### src/rtl/hdr_pkg.sv
// rtl/hdr_pkg.sv - shared types and default resolution for the HDR merge sequencer and frame readers
package hdr_pkg;

    localparam int HDR_H_RES_DEF = 640;
    localparam int HDR_V_RES_DEF = 480;

    typedef enum logic [1:0] {
        HDR_IDLE  = 2'd0,
        HDR_RUN   = 2'd1,
        HDR_DRAIN = 2'd2,
        HDR_DONE  = 2'd3
    } hdr_state_e;

    typedef struct packed {
        logic valid;
        logic sof;
        logic eol;
        logic eof;
    } hdr_tag_t;

endpackage

### src/rtl/hdr_tag_pipe.sv
// rtl/hdr_tag_pipe.sv - free-running DEPTH-stage shift register carrying pixel tags beside the merge datapath
module hdr_tag_pipe
    import hdr_pkg::*;
#(
    parameter int DEPTH = 4
) (
    input  logic       clk,
    input  logic       rst_n,
    input  logic [3:0] tag_in,
    output logic [3:0] tag_out,
    output logic       empty
);

    hdr_tag_t stage [DEPTH];

    always_ff @(posedge clk or negedge rst_n) begin
        if (!rst_n) begin
            for (int i = 0; i < DEPTH; i++) begin
                stage[i] <= '0;
            end
        end else begin
            stage[0] <= tag_in;
            for (int i = 1; i < DEPTH; i++) begin
                stage[i] <= stage[i-1];
            end
        end
    end

    // Empty means no pixel is still in flight through the datapath.
    always_comb begin
        empty = 1'b1;
        for (int i = 0; i < DEPTH; i++) begin
            if (stage[i].valid) begin
                empty = 1'b0;
            end
        end
    end

    assign tag_out = stage[DEPTH-1];

endmodule

### src/rtl/hdr_merge_ctrl.sv
// rtl/hdr_merge_ctrl.sv - HDR merge sequencer: intake handshake, frame position, tags and credit throttle
// Optional stall counter output enabled by defining HDR_CTRL_STATS_EN.
module hdr_merge_ctrl
    import hdr_pkg::*;
#(
    parameter int H_RES    = HDR_H_RES_DEF,
    parameter int V_RES    = HDR_V_RES_DEF,
    parameter int PIPE_LAT = 4,
    parameter int CREDITS  = 8
) (
    input  logic        clk,
    input  logic        rst_n,
    input  logic        frame_start,
    input  logic        in_valid,
    output logic        in_ready,
    output logic        dp_start,
    output logic        res_valid,
    output logic        res_sof,
    output logic        res_eol,
    output logic        res_eof,
    input  logic        credit_ret,
    output logic        busy,
    output logic        frame_done,
    output logic        err
`ifdef HDR_CTRL_STATS_EN
    ,
    output logic [15:0] stall_cnt
`endif
);

    localparam int COL_W = (H_RES > 1) ? $clog2(H_RES) : 1;
    localparam int ROW_W = (V_RES > 1) ? $clog2(V_RES) : 1;
    localparam int CRD_W = $clog2(CREDITS + 1);

    localparam logic [1:0] ST_IDLE  = HDR_IDLE;
    localparam logic [1:0] ST_RUN   = HDR_RUN;
    localparam logic [1:0] ST_DRAIN = HDR_DRAIN;
    localparam logic [1:0] ST_DONE  = HDR_DONE;

    logic [1:0]       state;
    logic [COL_W-1:0] col;
    logic [ROW_W-1:0] row;
    logic [CRD_W-1:0] credits;
    logic             accept;
    logic             last_col;
    logic             last_row;
    logic             crd_full;
    logic             pipe_empty;
    logic             start_run;
    logic             err_set;
    hdr_tag_t         tag_d;
    hdr_tag_t         tag_q;

    assign busy       = (state != ST_IDLE);
    assign in_ready   = (state == ST_RUN) && (credits != '0);
    assign accept     = in_valid && in_ready;
    assign dp_start   = accept;
    assign frame_done = (state == ST_DONE);
    assign last_col   = (col == COL_W'(H_RES - 1));
    assign last_row   = (row == ROW_W'(V_RES - 1));
    assign crd_full   = (credits == CRD_W'(CREDITS));
    assign start_run  = (state == ST_IDLE) && frame_start;
    assign err_set    = (frame_start && busy) || (credit_ret && crd_full);

    always_comb begin
        tag_d = '0;
        if (accept) begin
            tag_d.valid = 1'b1;
            tag_d.sof   = (col == '0) && (row == '0);
            tag_d.eol   = last_col;
            tag_d.eof   = last_col && last_row;
        end
    end

    hdr_tag_pipe #(
        .DEPTH (PIPE_LAT)
    ) u_tag_pipe (
        .clk     (clk),
        .rst_n   (rst_n),
        .tag_in  (tag_d),
        .tag_out (tag_q),
        .empty   (pipe_empty)
    );

    assign res_valid = tag_q.valid;
    assign res_sof   = tag_q.sof;
    assign res_eol   = tag_q.eol;
    assign res_eof   = tag_q.eof;

    always_ff @(posedge clk or negedge rst_n) begin
        if (!rst_n) begin
            state <= ST_IDLE;
            col   <= '0;
            row   <= '0;
        end else begin
            case (state)
                ST_IDLE: begin
                    if (frame_start) begin
                        state <= ST_RUN;
                        col   <= '0;
                        row   <= '0;
                    end
                end
                ST_RUN: begin
                    if (accept) begin
                        if (last_col) begin
                            col <= '0;
                            row <= row + ROW_W'(1);
                            if (last_row) begin
                                state <= ST_DRAIN;
                            end
                        end else begin
                            col <= col + COL_W'(1);
                        end
                    end
                end
                ST_DRAIN: begin
                    if (pipe_empty) begin
                        state <= ST_DONE;
                    end
                end
                default: begin
                    state <= ST_IDLE;
                end
            endcase
        end
    end

    // Credits persist across frames; a return into a full count is dropped and flagged.
    always_ff @(posedge clk or negedge rst_n) begin
        if (!rst_n) begin
            credits <= CRD_W'(CREDITS);
        end else if (accept && !credit_ret) begin
            credits <= credits - CRD_W'(1);
        end else if (!accept && credit_ret && !crd_full) begin
            credits <= credits + CRD_W'(1);
        end
    end

    always_ff @(posedge clk or negedge rst_n) begin
        if (!rst_n) begin
            err <= 1'b0;
        end else begin
            err <= (err && !start_run) || err_set;
        end
    end

`ifdef HDR_CTRL_STATS_EN
    always_ff @(posedge clk or negedge rst_n) begin
        if (!rst_n) begin
            stall_cnt <= '0;
        end else if (start_run) begin
            stall_cnt <= '0;
        end else if ((state == ST_RUN) && in_valid && !in_ready && (stall_cnt != 16'hFFFF)) begin
            stall_cnt <= stall_cnt + 16'd1;
        end
    end
`endif

endmodule

### config.mk
export PLATFORM = sky130hd
export DESIGN_NAME = hdr_merge_ctrl
export DESIGN_NICKNAME = d
export VERILOG_FILES = /design/src/rtl/hdr_pkg.sv /design/src/rtl/hdr_tag_pipe.sv /design/src/rtl/hdr_merge_ctrl.sv
export SDC_FILE = /design/constraint.sdc
export NUM_CORES = 1
export LEC_CHECK = 0
export CORE_MARGIN = 1.5
export CORE_UTILIZATION = 50
export CTS_BUF_LIST = sky130_fd_sc_hd__clkbuf_2 sky130_fd_sc_hd__clkbuf_4 sky130_fd_sc_hd__clkbuf_8
export DETAILED_ROUTE_END_ITERATION = 6
export GPL_ROUTABILITY_DRIVEN = 1
export HOLD_SLACK_MARGIN = 0.02
export PLACE_DENSITY = 0.71
export SLEW_MARGIN = 25
export SYNTH_ARGS = -nofsm -noshare
export SYNTH_HDL_FRONTEND = slang
export SYNTH_SLANG_ARGS = --single-unit
### constraint.sdc
create_clock -name clk -period 3.06 [get_ports clk]
set_input_delay 0.306 -clock clk [delete_from_list [all_inputs] [get_ports clk]]
set_output_delay 0.306 -clock clk [all_outputs]
set_load 0.02 [all_outputs]
==> results_dict.tcl <==
# collected from the flow reports
set metrics [dict create \
    outcome "completed" \
    critical_path_depth 5 \
    seq_area_share_pct 44.6 \
    drv_slew 0 \
    cp_cell_sequence "inv_1 -> ha_1 -> nand3_2 -> inv_1 -> clkdlybuf4s50_1" \
    report.final.setup_viol 0 \
    routabilityCongestion 0.833 \
    grt_pass1_wl_um 6950 \
    clockBufferDepth 2 \
    cts_sinks 42 \
    die_y_um 66.9 \
    layout.nonclk_buf_share_pct 6.90 \
    drtIter0Drc 94 \
    synthTopLogicFamily "simple AND/OR/NAND/NOR gates" \
    r2r_start "state[1]$_DFFE_PN0P_" \
    cp_top_family "buffers and inverters" \
    avgViaCountPerCell 5.97 \
    antenna_found_initial 0 \
    fin_hold_ws_ns 0.352 \
    chip_area_um2 4470 \
    final.period_utilization_pct 88.7 \
    syn2layout_area_growth_pct 15.6 \
    nClkBuffers 5 \
    ys_ff 42 \
    cts_tree "done" \
    worstSetupPathType "flop to primary output" \
    finalHoldViolations 0 \
    post_route_cells_drive_above_1_share_pct 9.72 \
    end_kind "primary output" \
    leakagePower_nw 1.05 \
    num-multi-input-gates 140 \
    grt_usage_pct 21.2 \
    netlist_top_cells_area "dfrtp_1 50%, ha_1 6.1%, xor2_1 4.3%" \
    tap_cells 50 \
    clk_latency_ns 0.30 \
    final_cells 266 \
    power_density_nw_per_um2 624 \
    cts_buffers 5 \
    synth_top_area_share_pct 50.3 \
    layout_top_cells "41 x dfrtp_1, 19 x nand2_1, 16 x nor2_1" \
    peakVddDrop_v 0.000369 \
    ff2ff_setup_slack_ns 0.50 \
    ios 14 \
    openroad.warnings 32 \
    aoi_share_pct 9.50 \
    drtPass1Iterations 4 \
    r2r_cells 6 \
    final-comb-area_um2 927 \
    antenna_cells 0 \
    async_reset_ff_share_pct 100 \
    first_global_vias 1580 \
    yosys_warnings 0 \
    place_area_um2 2210 \
    post-cts-setup-buffers 0 \
    max_freq_ghz 0.369 \
    grt_overflow_total 0 \
    cts_htree_levels 2 \
    ant_nets 0 \
    yosys_area_um2 2040 \
    mux_share_pct 2.58 \
    worstMarginPinSlew_ns 0.728 \
    period_needed_ns 2.71 \
    endpoint "dp_start" \
    cpMostUsedCell "inv_1" \
    xor_area_share_pct 4.72 \
    yosysMostFrequentCell "dfrtp_1" \
    r2r_end "row[5]$_DFFE_PN0P_" \
    hpwl_um 2900 \
    grt_max_degree 43 \
    nFillCells 353 \
    lay_top_count "dfrtp_1" \
    path_clk_slew_ns 0.08 \
]
==> flip-flops by register name, indices dropped and copies added, names as in the netlist <==
signal / flops
col: 10
credits: 4
err: 1
row: 9
state: 2
u_tag_pipe.stage: 12
u_tag_pipe.tag_out: 4
==> per-layer routing <==
metal  up-vias  GRT usage [%]  wire, um
met2        50           37.4      2060
met5         -              0         0
met4         0           10.2        80
met3         8           5.24       188
met1       793           23.7      1750
li1        736              -         -
==> power by group <==
part           internal, mW  switching (mW)
sequential            0.643           0.110
clock                 0.245           0.203
combinational         0.128           0.142
==> how the worst min path moves through the flow <==
stage,slack [ns],from,to,cells past startpoint
after global routing,0.37,u_tag_pipe.stage[13]$_DFF_PN0_,u_tag_pipe.stage[9]$_DFF_PN0_,0
after CTS,0.15,rst_n,u_tag_pipe.tag_out[1]$_DFF_PN0_,1
final,0.35,u_tag_pipe.stage[5]$_DFF_PN0_,u_tag_pipe.tag_out[1]$_DFF_PN0_,0
after global placement,0.33,u_tag_pipe.stage[9]$_DFF_PN0_,u_tag_pipe.stage[5]$_DFF_PN0_,0
after floorplan,0.01,rst_n,col[0]$_DFFE_PN0P_,0
after detailed placement,0.33,u_tag_pipe.stage[5]$_DFF_PN0_,u_tag_pipe.tag_out[1]$_DFF_PN0_,0
==> logic make-up (layout without fill, tap and decap cells) <==
family	Yosys count	after routing
mux	5	5
fa+ha+maj	10	10
buf+inv	14	34
flops	42	42
compound gates	29	29
xor+xnor	11	11
simple gates	85	85
==> worst reg2reg max path: cells and delay by family (launching register included) <==
kind / cells / cell delay [ns]
fa+ha+maj: 1 / 0.42
flops: 1 / 0.43
compound gates: 3 / 1.16
simple gates: 1 / 0.33
buf+inv: 1 / 0.10
### Signal wires on met1

Supply wires on this layer in gray.
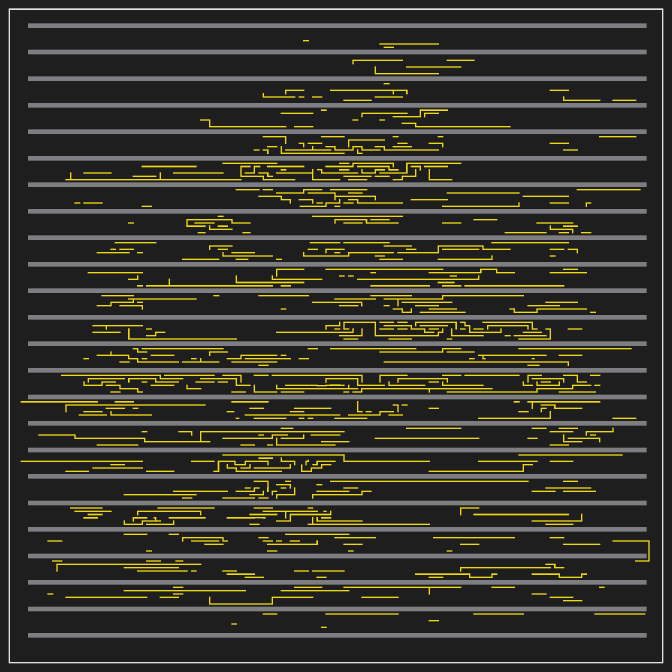
nets with wire on the layer: 207
share of all routed wire: 43%
wire length on this layer: 1750 um
met1 usage: 23.7%
DR vias: 1587
Routed Wire Length: 4080 um

### Placed cells, one color a class

Bar = 20 um. Fill, decap, tap and diode cells in gray.
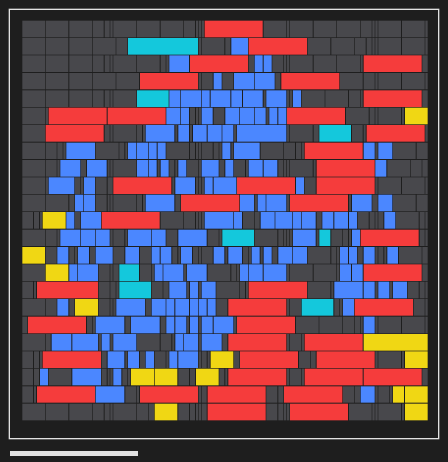
[combinational and other logic] blue | cells: 151
[flops] red | cells: 42
[clock drivers and dummy loads] cyan | cells: 8
[other buffers and delay cells] yellow | cells: 15

### Routing congestion

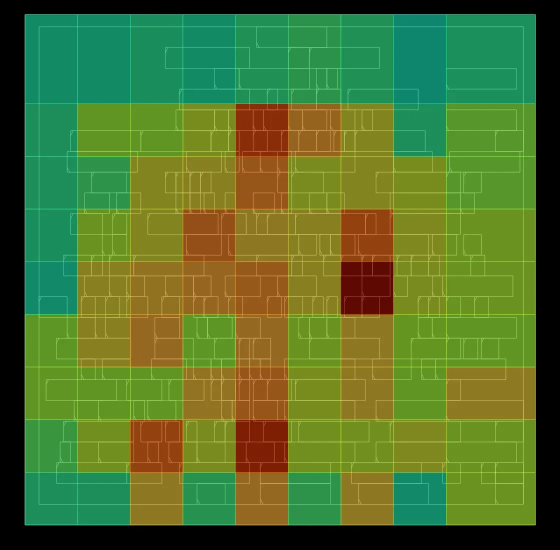
Routed wire per std cell: 15.3 um
fin util: 59.4%
GRT busiest layer: met2

Power figures rest on the tool's default switching activity, not on a simulated workload.
